Fig. 1: run 1, PDN straps and rails
Drawn at 4 px/µm. Pins as bars on the die edge. Tap cells in gray.
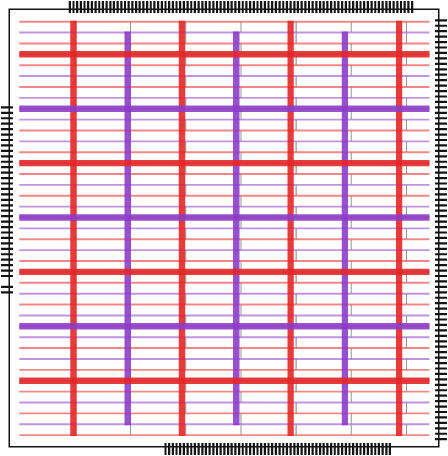
Fig. 2: run 1, clock network drawn from the DEF
Drawn at 3 px/µm.
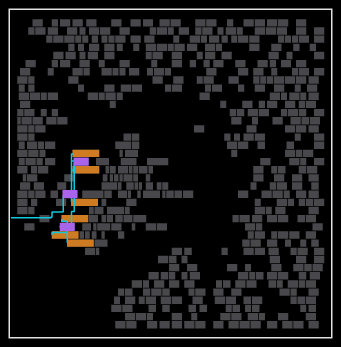
Fig. 3: run 1, placement by cell class
Drawn at 4 px/µm. Fill, decap, tap and diode cells in gray.
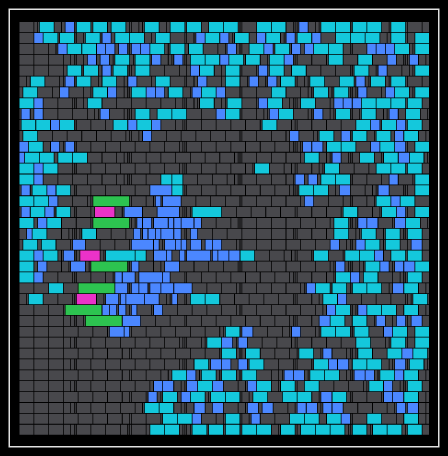
**config.mk**
```make
export PLATFORM = sky130hd
export DESIGN_NAME = cache_mem_arbiter
export DESIGN_NICKNAME = d
export VERILOG_FILES = /design/src/rtl/cpu_types_pkg.sv /design/src/rtl/arb_starve_counter.sv /design/src/rtl/cache_mem_arbiter.sv
export SDC_FILE = /design/constraint.sdc
export NUM_CORES = 1
export LEC_CHECK = 0
export CAP_MARGIN = 20
export CORE_AREA = 2 2 105 107
export DETAILED_ROUTE_END_ITERATION = 8
export DIE_AREA = 0 0 107 109
export SYNTH_ARGS = -nofsm -noshare
export SYNTH_HDL_FRONTEND = slang
export SYNTH_SLANG_ARGS = --single-unit
```
**constraint.sdc**
```tcl
create_clock -name CLK -period 3.2 [get_ports CLK]
set_input_delay 0.64 -clock CLK [delete_from_list [all_inputs] [get_ports CLK]]
set_output_delay 0.64 -clock CLK [all_outputs]
set_load 0.01 [all_outputs]
```
**src/rtl/cpu_types_pkg.sv**
```systemverilog
// Shared CPU datapath types: word bus, RAM handshake state, memory arbiter state.
// No logic, no latency.
// Pure type definitions; no flow control.
package cpu_types_pkg;

  typedef logic [31:0] word_t;

  // Status reported by the unified RAM every cycle.
  typedef enum logic [1:0] {
    FREE   = 2'd0,
    BUSY   = 2'd1,
    ACCESS = 2'd2,
    ERROR  = 2'd3
  } ramstate_t;

  // Which cache currently owns the RAM port.
  typedef enum logic [1:0] {
    IDLE  = 2'd0,
    ISERV = 2'd1,
    DSERV = 2'd2
  } arb_state_t;

endpackage

```
**src/rtl/arb_starve_counter.sv**
```systemverilog
// Saturating count of dcache completions taken while an icache fetch waits.
// Registered count; at_limit is combinational and includes this cycle's increment.
// No backpressure; inc/clr are sampled every cycle, clr has priority.
//
// Ports:
//   CLK, nRST   clock, async active-low reset
//   inc         a dcache word completed while iREN is high
//   clr         icache is being granted, or no icache request is pending
//   at_limit    the limit is reached now or is reached by this cycle's increment
module arb_starve_counter #(
  parameter int STARVE_LIMIT = 4,
  parameter int CNT_W        = 4
) (
  input  logic CLK,
  input  logic nRST,
  input  logic inc,
  input  logic clr,
  output logic at_limit
);

  localparam logic [CNT_W-1:0] LIM    = CNT_W'(STARVE_LIMIT);
  localparam logic [CNT_W-1:0] LIM_M1 = CNT_W'(STARVE_LIMIT - 1);

  logic [CNT_W-1:0] r_cnt;

  always_ff @(posedge CLK or negedge nRST) begin
    if (!nRST) begin
      r_cnt <= '0;
    end else if (clr) begin
      r_cnt <= '0;
    end else if (inc && (r_cnt != LIM)) begin
      r_cnt <= r_cnt + CNT_W'(1);
    end
  end

  // Look ahead by the pending increment so the completion that reaches the
  // limit already hands the next grant to the icache (exactly LIMIT dcache
  // words, not LIMIT+1).
  assign at_limit = (r_cnt == LIM) || (inc && (r_cnt == LIM_M1));

endmodule

```
**src/rtl/cache_mem_arbiter.sv**
```systemverilog
// Arbitrates the single-ported unified RAM between icache misses and dcache fills/writebacks.
// First RAM enable one cycle after request; RAM outputs combinational from registered grant.
// Stalls the granted cache via iwait/dwait until ACCESS; the other cache sees wait=1, load=0.
//
// Ports:
//   CLK, nRST                          clock, async active-low reset
//   iREN, iaddr / iload, iwait         icache request and response
//   dREN, dWEN, dburst, daddr, dstore  dcache request (dburst keeps the grant)
//   dload, dwait                       dcache response
//   ramREN, ramWEN, ramaddr, ramstore  RAM command
//   ramload, ramstate                  RAM response
module cache_mem_arbiter
  import cpu_types_pkg::*;
#(
  parameter int STARVE_LIMIT = 4,
  parameter int CNT_W        = 4
) (
  input  logic      CLK,
  input  logic      nRST,
  input  logic      iREN,
  input  word_t     iaddr,
  output word_t     iload,
  output logic      iwait,
  input  logic      dREN,
  input  logic      dWEN,
  input  logic      dburst,
  input  word_t     daddr,
  input  word_t     dstore,
  output word_t     dload,
  output logic      dwait,
  output logic      ramREN,
  output logic      ramWEN,
  output word_t     ramaddr,
  output word_t     ramstore,
  input  word_t     ramload,
  input  ramstate_t ramstate
);

  arb_state_t r_state;
  arb_state_t w_next_state;
  arb_state_t w_arb;
  logic       w_dreq;
  logic       w_inc;
  logic       w_clr;
  logic       w_at_limit;
  logic       w_starved;

  assign w_dreq    = dREN | dWEN;
  assign w_inc     = (r_state == DSERV) && (ramstate == ACCESS) && iREN;
  assign w_clr     = !iREN || (w_next_state == ISERV);
  assign w_starved = iREN && w_at_limit;

  arb_starve_counter #(
    .STARVE_LIMIT(STARVE_LIMIT),
    .CNT_W       (CNT_W)
  ) u_starve (
    .CLK     (CLK),
    .nRST    (nRST),
    .inc     (w_inc),
    .clr     (w_clr),
    .at_limit(w_at_limit)
  );

  // Fresh arbitration decision, used from IDLE and at the end of every grant.
  always_comb begin
    if (w_starved)   w_arb = ISERV;
    else if (w_dreq) w_arb = DSERV;
    else if (iREN)   w_arb = ISERV;
    else             w_arb = IDLE;
  end

  always_ff @(posedge CLK or negedge nRST) begin
    if (!nRST) r_state <= IDLE;
    else       r_state <= w_next_state;
  end

  always_comb begin
    w_next_state = r_state;
    ramREN       = 1'b0;
    ramWEN       = 1'b0;
    ramaddr      = '0;
    ramstore     = '0;
    iwait        = 1'b1;
    dwait        = 1'b1;
    iload        = '0;
    dload        = '0;
    unique case (r_state)
      IDLE: begin
        w_next_state = w_arb;
      end
      ISERV: begin
        ramREN  = iREN;
        ramaddr = iaddr;
        // A completing word counts even if the cache drops iREN in reaction
        // to iwait in the same cycle; otherwise a dropped request abandons.
        if (ramstate == ACCESS) begin
          iwait        = 1'b0;
          iload        = ramload;
          w_next_state = w_arb;
        end else if (!iREN) begin
          w_next_state = w_arb;
        end
      end
      DSERV: begin
        ramWEN   = dWEN;
        ramREN   = dREN & ~dWEN;
        ramaddr  = daddr;
        ramstore = dstore;
        if (ramstate == ACCESS) begin
          dwait        = 1'b0;
          dload        = ramload;
          // A starved icache breaks an ongoing burst at the word boundary.
          w_next_state = (dburst && !w_starved) ? DSERV : w_arb;
        end else if (!w_dreq) begin
          w_next_state = w_arb;
        end
      end
      default: begin
        w_next_state = IDLE;
      end
    endcase
  end

endmodule

```
==> impl_metrics.json, run 1 <==
{
  "clock_latency_ns": 0.22,
  "hold_depth": 2,
  "yosysTopAreaCell": "and2_1",
  "total_power_mw": 2.05,
  "top_cells_by_count": "65 x and2_1, 33 x nor2b_1, 32 x a22oi_1, 32 x and3_1, 23 x clkbuf_1",
  "drt_iter0_markers": 176,
  "die_w_um": 107,
  "dp_cells": 644,
  "ys_warn_count": 0,
  "async_flop_share_pct": 100,
  "nFillCells": 1031,
  "cp-end-kind": "primary output",
  "seq_area_um2": 150,
  "clk_path_buf_depth": 2,
  "setup_ws_ns": 0.188,
  "status": "complete, no violations",
  "yosys.stat.seqShare_pct": 8.46,
  "cp_max_fo": 40,
  "r2r_cells": 7,
  "syn_area_per_cell_um2": 6.88,
  "flop_cell": "dfrtp_1",
  "path_clk_slew_ns": 0.03,
  "fin_worst_skew_ns": 0.000134,
  "top_area_share_pct": 22.9,
  "drv_slew": 0,
  "cts_setup_buffers": 0,
  "critPathRequiredTime_ns": 2.56,
  "rr_endpoint": "u_starve.r_cnt[3]",
  "ant_nets": 0,
  "numPortBuffers": 267,
  "final.period_utilization_pct": 94.1,
  "powerSeq_mw": 0.0981,
  "switching_share_pct": 41.4,
  "cts_tree": "built",
  "finalNonFillerCells": 647,
  "initCoreUtil_pct": 16.7,
  "powerComb_mw": 1.84,
  "gr-usage-met1_pct": 19.7,
  "fin_crit_ns": 3.01,
  "grt_max_degree": 69,
  "final.setup.tns_ns": 0,
  "grt-ovfl-total": 0,
  "reg2reg_setup_slack_ns": 1.11,
  "area_growth_pct": 160,
  "area_leaders": "and2_1 23%, a22oi_1 14%, nor2b_1 12%, and3_1 11%, dfrtp_1 8.5%",
  "fin_util_pct": 43.6,
  "netlist_instances": 258,
  "grtUsageMet3_pct": 3.47,
  "dp_slack_ns": 0.0578,
  "wl_met3_um": 784,
  "rsz0062_at_grt": "no",
  "grt_pass1_wl_um": 15000,
  "htreeDepth": 1,
  "worst_ep_arrival_time_ns": 2.37,
  "crit_path_start": "ramstate[0]",
  "power_switching_mw": 0.848,
  "peakVddDrop_mv": 0.264,
  "cap_violations": 0,
  "synth.distinct_cells": 37,
  "design_area_um2": 4620,
  "p_int_mw": 1.20,
  "total_leakage_power_nw": 1.80,
  "hp-start": "u_starve.r_cnt[3]",
  "wl_met1_um": 4290,
  "grt_use_total_pct": 15.9,
  "route.met2.wl_um": 5200,
  "mostFrequentLayoutCell": "clkdlybuf4s50_1",
  "antenna_cells": 0,
  "core_um2": 10600,
  "root_buffer": "clkbuf_8",
  "whs_ns": 0.621,
  "holdPathEnd": "u_starve.r_cnt[3]",
  "maxPowerGroup": "combinational cells",
  "grt_pass1_vias": 2746,
  "numCtsBuffers": 3,
  "synth_chip_area_um2": 1770,
  "top_layer": "met4",
  "ys.flops": 6,
  "num_vias": 2806,
  "p_clk_mw": 0.108,
  "tightest_slew_ns": 0.406,
  "dieArea_um2": 11700,
  "nNetsFinal": 651,
  "hpwl_um": 8360,
  "cp-endpoint": "iload[13]",
  "use_met2_pct": 28.6,
  "gp_congestion": 0.791,
  "drt_pass1_iterations": 4,
  "reg2reg_from": "r_state[0]",
  "cts_sinks": 6,
  "final_cell_mix": "267 x clkdlybuf4s50_1, 65 x and2_1, 33 x nor2b_1, 32 x a22oi_1, 32 x and3_1",
  "wl_um": 10400,
  "power_frac_clock_pct": 5.3,
  "syn_nets": 400,
  "postPlaceCellArea_um2": 4580,
  "grt-busiest-layer": "met2",
  "hold_buffers": 0,
  "crit_type": "input pin to primary output",
  "ios": 268,
  "synth_area_um2": 1770,
  "synth_stat.cells": 258,
  "edf_count": 0,
  "fp.dieH_um": 109,
  "antenna_found_initial": 0,
  "rows": 38,
  "finalHoldViolations": 0,
  "power.density_nw_per_um2": 443,
  "setup_viol_count_final": 0,
  "post_cts_resized": 0,
  "final_layout_size_suffix_gt1_share_pct": 4.14,
  "viasPerCell": 4.34,
  "hp-class": "flip-flop to flip-flop",
  "post_drt_wl_per_cell_um": 16.1,
  "slew_headroom_pct": 72.9,
  "comb_area_um2": 1490,
  "top_cell": "and2_1",
  "worstSetupStartpointType": "input pin",
  "combPwrFrac_pct": 89.9,
  "drc": 0,
  "max_freq_ghz": 0.332,
  "tool_warnings": 30,
  "pwr-share-seq_pct": 4.8
}
Notes on Fig. 1 above:
[purple] VDD
[red] VSS
met1 rails: 39
signal pins: 268
met4 straps: 7

Notes on Fig. 2 above:
[orange] flip-flops | count: 6
[cyan] clock wires | length: 88.9 µm
[purple] clock drivers | count: 3
routed clock nets: 4
flops lie: left middle

Notes on Fig. 3 above:
[green] flops | cells: 6 | share of their area: 3.4%
[blue] combinational and other logic | cells: 225 | share of their area: 34%
[magenta] clock drivers | cells: 3 | share of their area: 0.93%
[cyan] other buffers and delay cells | cells: 273 | share of their area: 62%

run 1: cell type report:
cell class,count,area share (%)
repair buffers,273,59.4
multi-input cells,219,32.2
well taps,140,3.79
flip-flops and latches,6,3.25
clock buffers,3,0.894
inverters,6,0.487
run 1: flip-flops by register name, summed over array words and instances, names as in the netlist:
signal	flops
u_starve.r_cnt	4
r_state	2
run 1: kinds of logic (layout without fill, tap and decap cells):
group	after synthesis	after routing	synth area share, %
XOR/XNOR	3	3	1.48
buffers and inverters	33	282	7.97
AND/OR/NAND/NOR	163	163	57.0
adder cells (fa/ha/maj)	6	6	4.23
flip-flops	6	6	8.46
multiplexers	1	1	0.564
AND-OR/OR-AND	46	46	20.3
run 1: critical path, cell delays in order:
cell	delay (ns)
clkdlybuf4s50_1	0.43
and2b_4	0.52
and3_1	0.22
clkdlybuf4s50_1	0.56
--- run 2 (diff from run 1) ---
- TNS_END_PERCENT: default -> 50
Fig. 4: run 2, PDN straps and rails
Drawn at 4 px/µm. Pins as bars on the die edge. Tap cells in gray.
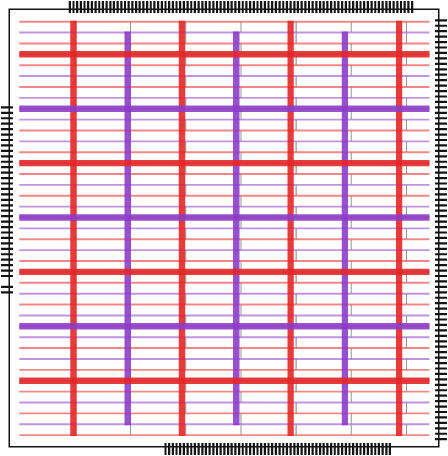
[purple] VDD
[red] VSS
tap cells: 140
signal pins: 268
met1 rails: 39
met4 straps: 7

Fig. 5: run 2, routing congestion
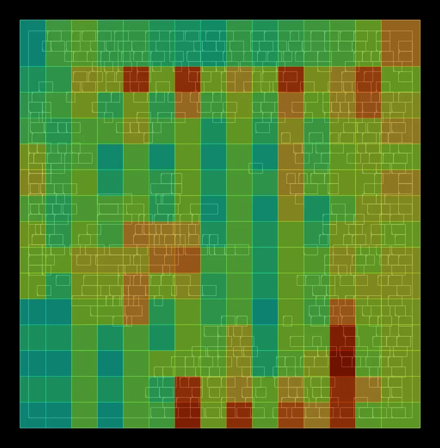
met1 GRT Util: 19.7%
GR met3 Demand/Resource: 3.47%
All-Layer GR Usage: 15.9%
final core occ: 43.6%

==> impl_metrics.json, run 2 <==
{
  "peakVddDrop_mv": 0.264,
  "gp_congestion": 0.791,
  "yosys.stat.seqShare_pct": 8.46,
  "nNetsFinal": 651,
  "syn_nets": 400,
  "path_clk_slew_ns": 0.03,
  "netlist_logic_family_top": "simple AND/OR/NAND/NOR gates",
  "rr_endpoint": "u_starve.r_cnt[3]",
  "rsz0062_at_grt": "no",
  "root_buffer": "clkbuf_8",
  "holdPathEnd": "u_starve.r_cnt[3]",
  "post_cts_resized": 0,
  "nFillCells": 1031,
  "initCoreUtil_pct": 16.7,
  "final_layout_size_suffix_gt1_share_pct": 4.14,
  "worst-path-stages": 4,
  "clock_latency_ns": 0.22,
  "crit_type": "input pin to primary output",
  "crit_buf_inv": 2,
  "async_flop_share_pct": 100,
  "setup_ws_ns": 0.188,
  "seq_area_um2": 150,
  "r2r_cells": 7,
  "worstSetupStartpointType": "input pin",
  "route.met2.wl_um": 5200,
  "viasPerCell": 4.34,
  "design_area_um2": 4620,
  "synth_area_um2": 1770,
  "ant_nets": 0,
  "ys.flops": 6,
  "synth.mux.area_fraction_pct": 0.564,
  "grt_pass1_wl_um": 15000,
  "ys_warn_count": 0,
  "aoi_share_pct": 20.3,
  "netlist_instances": 258,
  "total_leakage_power_nw": 1.80,
  "top_cells_by_count": "65 x and2_1, 33 x nor2b_1, 32 x a22oi_1, 32 x and3_1, 23 x clkbuf_1",
  "hold_buffers": 0,
  "switching_share_pct": 41.4,
  "wl_met1_um": 4290,
  "mostFrequentLayoutCell": "clkdlybuf4s50_1",
  "regMostFlops": "u_starve.r_cnt",
  "cp_top_family": "buffers and inverters",
  "dieArea_um2": 11700,
  "cap_violations": 0,
  "p_int_mw": 1.20,
  "top_cell": "and2_1",
  "antenna_found_initial": 0,
  "postPlaceCellArea_um2": 4580,
  "slew_headroom_pct": 72.9,
  "max_freq_ghz": 0.332,
  "comb_area_um2": 1490,
  "top_area_share_pct": 22.9,
  "fin_crit_ns": 3.01,
  "die_w_um": 107,
  "wl_um": 10400,
  "antenna_cells": 0,
  "final_cell_mix": "267 x clkdlybuf4s50_1, 65 x and2_1, 33 x nor2b_1, 32 x a22oi_1, 32 x and3_1",
  "total_power_mw": 2.05,
  "cp_max_fo": 40,
  "hp-start": "u_starve.r_cnt[3]",
  "grt_max_degree": 69,
  "area_leaders": "and2_1 23%, a22oi_1 14%, nor2b_1 12%, and3_1 11%, dfrtp_1 8.5%",
  "final.setup.tns_ns": 0,
  "setup_viol_count_final": 0,
  "area_growth_pct": 160,
  "critPathRequiredTime_ns": 2.56,
  "core_um2": 10600,
  "path_cells": "clkdlybuf4s50_1 -> and2b_4 -> and3_1 -> clkdlybuf4s50_1",
  "clk_path_buf_depth": 2,
  "syn_area_per_cell_um2": 6.88,
  "power.density_nw_per_um2": 443,
  "yosys.area_share.xor_xnor_pct": 1.48,
  "cp-endpoint": "iload[13]",
  "hp-class": "flip-flop to flip-flop",
  "drt_pass1_iterations": 4,
  "rows": 38,
  "dp_cells": 644,
  "wl_met3_um": 784,
  "cts_sinks": 6,
  "finalNonFillerCells": 647,
  "num_vias": 2806,
  "synth.distinct_cells": 37,
  "power_frac_clock_pct": 5.3,
  "use_met2_pct": 28.6,
  "yosysTopAreaCell": "and2_1",
  "reg2reg_setup_slack_ns": 1.11,
  "cp-end-kind": "primary output",
  "synth_stat.cells": 258,
  "reg_top3": "u_starve.r_cnt: 4 flops, r_state: 2 flops",
  "whs_ns": 0.621,
  "finalHoldViolations": 0,
  "critical_path.max_stage_delay_ns": 0.56,
  "grt_pass1_vias": 2746,
  "status": "complete, no violations",
  "drc": 0,
  "cts_tree": "built",
  "ios": 268,
  "crit_path_frequent_cell": "clkdlybuf4s50_1",
  "crit_path_start": "ramstate[0]"
}
==> run 2: final cells by class <==
| class | instances | share of cell area (%) |
|---|---|---|
| timing repair buffer | 273 | 59.4 |
| multi-input combinational | 219 | 32.2 |
| tap | 140 | 3.79 |
| sequential | 6 | 3.25 |
| clock buffer | 3 | 0.894 |
| inverter | 6 | 0.487 |
==> run 2: power by group through the flow <==
stage | clock [mW] | sequential (mW) | combinational, mW
2_1_floorplan | 0 | 0.0960 | 0.855
3_3_place_gp | 0 | 0.0983 | 1.85
3_5_place_dp | 0 | 0.0991 | 1.86
4_1_cts | 0.112 | 0.0982 | 1.87
5_1_grt | 0.117 | 0.0999 | 1.98
6_report | 0.108 | 0.0981 | 1.84
Power and IR drop assume default switching activity.
